[src/rtl/visbuffer.sv]
`default_nettype none
// ============================================================================
// Module : visbuffer
// Ping-pong frame buffer: captures framed visibility sets into two banks and
// streams each completed set out on a valid/ready port.
// Rev    : 1.0
// ============================================================================
module visbuffer #(
   parameter int OBITS = 8,
   parameter int NSUMS = 4
) (
   input  logic             clock,
   input  logic             reset,
   input  logic             valid_i,
   input  logic             first_i,
   input  logic             last_i,
   input  logic [OBITS-1:0] data_i,
   output logic             m_tvalid,
   input  logic             m_tready,
   output logic             m_tlast,
   output logic [OBITS-1:0] m_tdata,
   output logic             overflow_o,
   output logic             error_o
);
   localparam int ABITS = $clog2(NSUMS);
   localparam logic [ABITS-1:0] LAST_ADDR = ABITS'(NSUMS - 1);
   localparam logic [ABITS-1:0] ONE_ADDR  = ABITS'(1);

   localparam logic [1:0] S_IDLE = 2'd0;
   localparam logic [1:0] S_FILL = 2'd1;
   localparam logic [1:0] S_DROP = 2'd2;

   logic [OBITS-1:0] mem [2*NSUMS];

   logic [1:0]       state, state_n;
   logic [ABITS-1:0] waddr, waddr_n, wr_addr, raddr;
   logic             wbank, rbank, ibank;
   logic [1:0]       full, full_eff, full_n;
   logic             wr_en, set_full, ovf_n, err_n;
   logic             release_fr, load_out, rd_en, rd_valid, rd_last;
   logic [OBITS-1:0] rd_data;

   assign release_fr = m_tvalid && m_tready && m_tlast;
   assign load_out   = !m_tvalid || m_tready;
   // Issue pointer runs ahead of rbank so the next bank streams without a bubble.
   assign rd_en      = full[ibank] && (!rd_valid || load_out);

   // A release in this cycle frees the bank for a frame starting in this cycle.
   always_comb begin
      full_eff = full;
      if (release_fr) full_eff[rbank] = 1'b0;
      full_n = full_eff;
      if (set_full) full_n[wbank] = 1'b1;
   end

   always_comb begin
      state_n  = state;
      waddr_n  = waddr;
      wr_en    = 1'b0;
      wr_addr  = waddr;
      set_full = 1'b0;
      ovf_n    = 1'b0;
      err_n    = 1'b0;
      if (valid_i) begin
         case (state)
            S_IDLE: begin
               if (first_i) begin
                  if (full_eff[wbank]) begin
                     ovf_n = 1'b1;
                     if (!last_i) state_n = S_DROP;
                  end else begin
                     wr_en   = 1'b1;
                     wr_addr = '0;
                     if (last_i) begin
                        err_n = 1'b1;
                     end else begin
                        state_n = S_FILL;
                        waddr_n = ONE_ADDR;
                     end
                  end
               end
            end
            S_FILL: begin
               wr_en = 1'b1;
               if (first_i) begin
                  wr_addr = '0;
                  err_n   = 1'b1;
                  if (last_i) state_n = S_IDLE;
                  else        waddr_n = ONE_ADDR;
               end else if (waddr == LAST_ADDR) begin
                  if (last_i) begin
                     set_full = 1'b1;
                     state_n  = S_IDLE;
                  end else begin
                     err_n   = 1'b1;
                     state_n = S_DROP;
                  end
               end else if (last_i) begin
                  err_n   = 1'b1;
                  state_n = S_IDLE;
               end else begin
                  waddr_n = waddr + ONE_ADDR;
               end
            end
            S_DROP: begin
               if (last_i) state_n = S_IDLE;
            end
            default: state_n = S_IDLE;
         endcase
      end
   end

   always_ff @(posedge clock) begin
      if (reset) begin
         state      <= S_IDLE;
         waddr      <= '0;
         wbank      <= 1'b0;
         rbank      <= 1'b0;
         full       <= '0;
         overflow_o <= 1'b0;
         error_o    <= 1'b0;
      end else begin
         state      <= state_n;
         waddr      <= waddr_n;
         full       <= full_n;
         overflow_o <= ovf_n;
         error_o    <= err_n;
         if (set_full)   wbank <= ~wbank;
         if (release_fr) rbank <= ~rbank;
      end
   end

   always_ff @(posedge clock) begin
      if (wr_en) mem[{wbank, wr_addr}] <= data_i;
      if (rd_en) rd_data <= mem[{ibank, raddr}];
   end

   // Two-stage read pipeline: RAM output register, then the stream register.
   always_ff @(posedge clock) begin
      if (reset) begin
         ibank    <= 1'b0;
         raddr    <= '0;
         rd_valid <= 1'b0;
         rd_last  <= 1'b0;
         m_tvalid <= 1'b0;
         m_tlast  <= 1'b0;
         m_tdata  <= '0;
      end else begin
         if (rd_en) begin
            rd_valid <= 1'b1;
            rd_last  <= (raddr == LAST_ADDR);
            if (raddr == LAST_ADDR) begin
               raddr <= '0;
               ibank <= ~ibank;
            end else begin
               raddr <= raddr + ONE_ADDR;
            end
         end else if (load_out) begin
            rd_valid <= 1'b0;
         end
         if (load_out) begin
            m_tvalid <= rd_valid;
            m_tlast  <= rd_valid && rd_last;
            if (rd_valid) m_tdata <= rd_data;
         end
      end
   end

endmodule
`default_nettype wire
[config.mk]
export PLATFORM = sky130hd
export DESIGN_NAME = visbuffer
export DESIGN_NICKNAME = d
export VERILOG_FILES = /design/src/rtl/visbuffer.sv
export SDC_FILE = /design/constraint.sdc
export NUM_CORES = 1
export LEC_CHECK = 0
export ABC_AREA = 1
export CAP_MARGIN = 20
export CORE_MARGIN = 4
export CORE_UTILIZATION = 50
export CTS_CLUSTER_SIZE = 24
export DETAILED_ROUTE_END_ITERATION = 10
export PLACE_DENSITY = 0.69
export SYNTH_ARGS = -nofsm -noshare
export SYNTH_HDL_FRONTEND = slang
export SYNTH_SLANG_ARGS = --single-unit
[constraint.sdc]
create_clock -name clock -period 3.6 [get_ports clock]
set_input_delay 0.9 -clock clock [delete_from_list [all_inputs] [get_ports clock]]
set_output_delay 0.9 -clock clock [all_outputs]
set_load 0.005 [all_outputs]
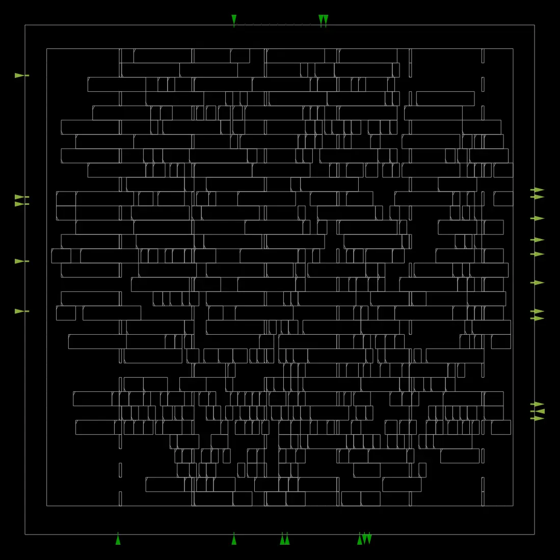
(cell outlines without signal wires)
fillers: 646
Core Area: 7730 µm²
flop count: 97

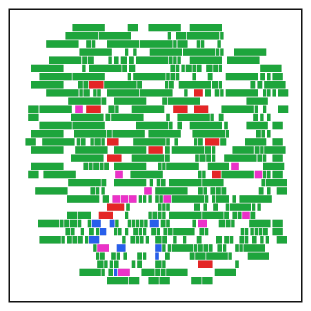
(cell sizes after repair)
(3 px per µm)
- magenta: _3 and _4 cells (cells 13; most used buf_4)
- red: _6 and larger (cells 13; most used clkbuf_8)
- green: _0 and _1 cells (cells 380; most used nor2_1)
- blue: _2 cells (cells 9; most used a21oi_2)

==> flow_metrics.env <==
# physical design summary
export IMPL_yosysTopAreaCellShare_pct=54.6
export IMPL_met1_usage_pct=24.5
export IMPL_clock_cell_area_share_pct=4.17
export IMPL_n_all_buffers=34
export IMPL_hold_depth=2
export IMPL_grtUsageMet3_pct=4.04
export IMPL_cts_setup_buffers=0
export IMPL_sh_comb_area_pct=25.0
export IMPL_drc=0
export IMPL_slew_violations=0
export IMPL_place_hpwl_mm=5.27
export IMPL_drt_pass1_iter_count=4
export IMPL_syn_area_um2=3960
export IMPL_clk_latency_ps=370
export IMPL_status="completed"
export IMPL_cts_tree="yes"
export IMPL_ys_cells=378
export IMPL_r2r_end="mem[3][6]"
export IMPL_cellLeakagePower_nw=1.56
export IMPL_cp_max_fo=8
export IMPL_edf_count=72
export IMPL_endpoint="mem[3][6]"
export IMPL_fin_tns_setup_ps=0
export IMPL_fp_dieArea_um2=9410
export IMPL_period_minus_slack_ps=2700
export IMPL_num_io_pins=26
export IMPL_yosys_cell_types_count=26
export IMPL_reg2reg_depth=6
export IMPL_cts_buffers_inserted=9
export IMPL_p_sw_w=0.000463
export IMPL_relSlewSlack_pct=42.8
export IMPL_synthArstFlopShare_pct=0
export IMPL_grt_antenna_before_repair=0
export IMPL_drt_iter0_drc=203
export IMPL_ys_seq_share_pct=67.2
export IMPL_grt_pass1_vias=2584
export IMPL_hold_end="rd_last"
export IMPL_areaGrowthSynthToFinish_pct=14.3
export IMPL_rsz0062_at_grt="false"
export IMPL_fmax_mhz=371
export IMPL_clkPwrFrac_pct=34.2
export IMPL_endpoint_kind="register"
export IMPL_final_cell_area_um2=4530
export IMPL_grt_pass1_wl_mm=12.8
export IMPL_synthesis_nets=395
export IMPL_crit_slowest_cell="clkdlybuf4s50_1"
export IMPL_cts_buffer_depth=2
export IMPL_topCellsByArea="edfxtp_1 (55%), dfxtp_1 (13%), nor2_1 (8.6%)"
export IMPL_regMostFlops="mem"
export IMPL_buffer_area_share_pct=7.02
export IMPL_gp_congestion=0.937
export IMPL_cts_root_buf="clkbuf_8"
export IMPL_seq_share_pct=58.8
export IMPL_powerDensity_nw_per_um2=435
export IMPL_clock_sinks=97
export IMPL_crit_path_start_kind="input pin"
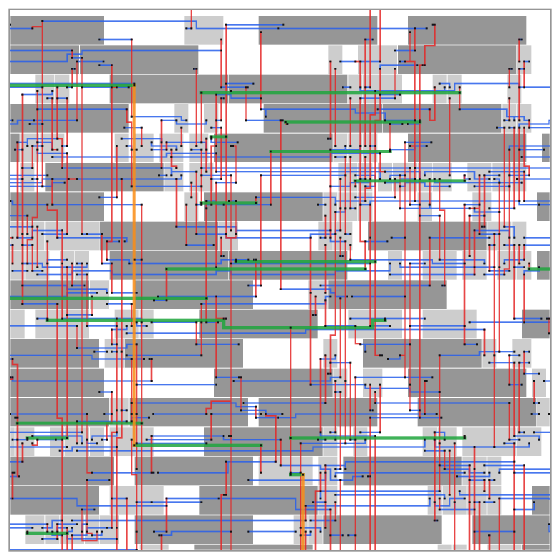
(a small window of the routed layout)
Window x 23 to 73, y 43 to 93 µm. Cells in gray, sequential cells in the stronger gray; small squares are vias.
- blue: metal 1
- green: metal 3
- red: metal 2
- orange: metal 4
- sequential cells in the window: 43
- cells with their middle in the window: 147
- netlist names of flops here include: mem (42), raddr (1)
- most frequent: nor2_1 (46), edfxtp_1 (42), o21ai_0 (28)

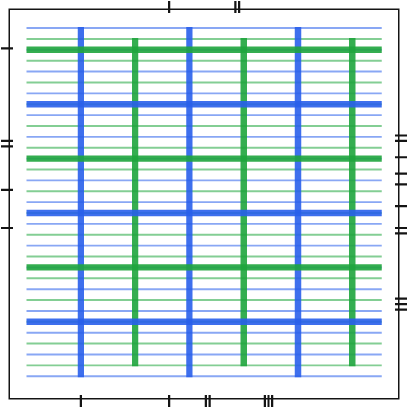
(PDN straps and rails)
(4 px per µm) Pins as bars on the die edge.
- blue: VSS
- green: VDD
- met1 rails: 33
- signal pins: 26
Max rail drop VDD: 0.000231 V
Die Y: 97.0 µm
DIE WIDTH: 97.0 µm

power by group through the flow:
stage	clock network (W)	logic, W	registers (W)
6_report	0.000673	0.0000825	0.00121
3_3_place_gp	0	0.0000807	0.00124
5_1_grt	0.000738	0.0000943	0.00121
2_1_floorplan	0	0.0000434	0.00124
3_5_place_dp	0	0.0000823	0.00124
4_1_cts	0.000688	0.0000826	0.00121
logic make-up after synthesis:
group / after synthesis / share of synthesized area [%]
adders and majority gates: 3 / 0.948
buffers and inverters: 39 / 4.17
DFF: 97 / 67.2
and+or+nand+nor: 150 / 15.5
AOI/OAI and AO/OA: 89 / 12.1
through the flow:
stage / std cells / setup WS (ps)
floorplan: 378 / 1330
global placement: 501 / 636
detailed placement: 501 / 544
CTS: 517 / 932
global route: 517 / 684
finish: 517 / 901
Power figures rest on the tool's default switching activity, not on a simulated workload.
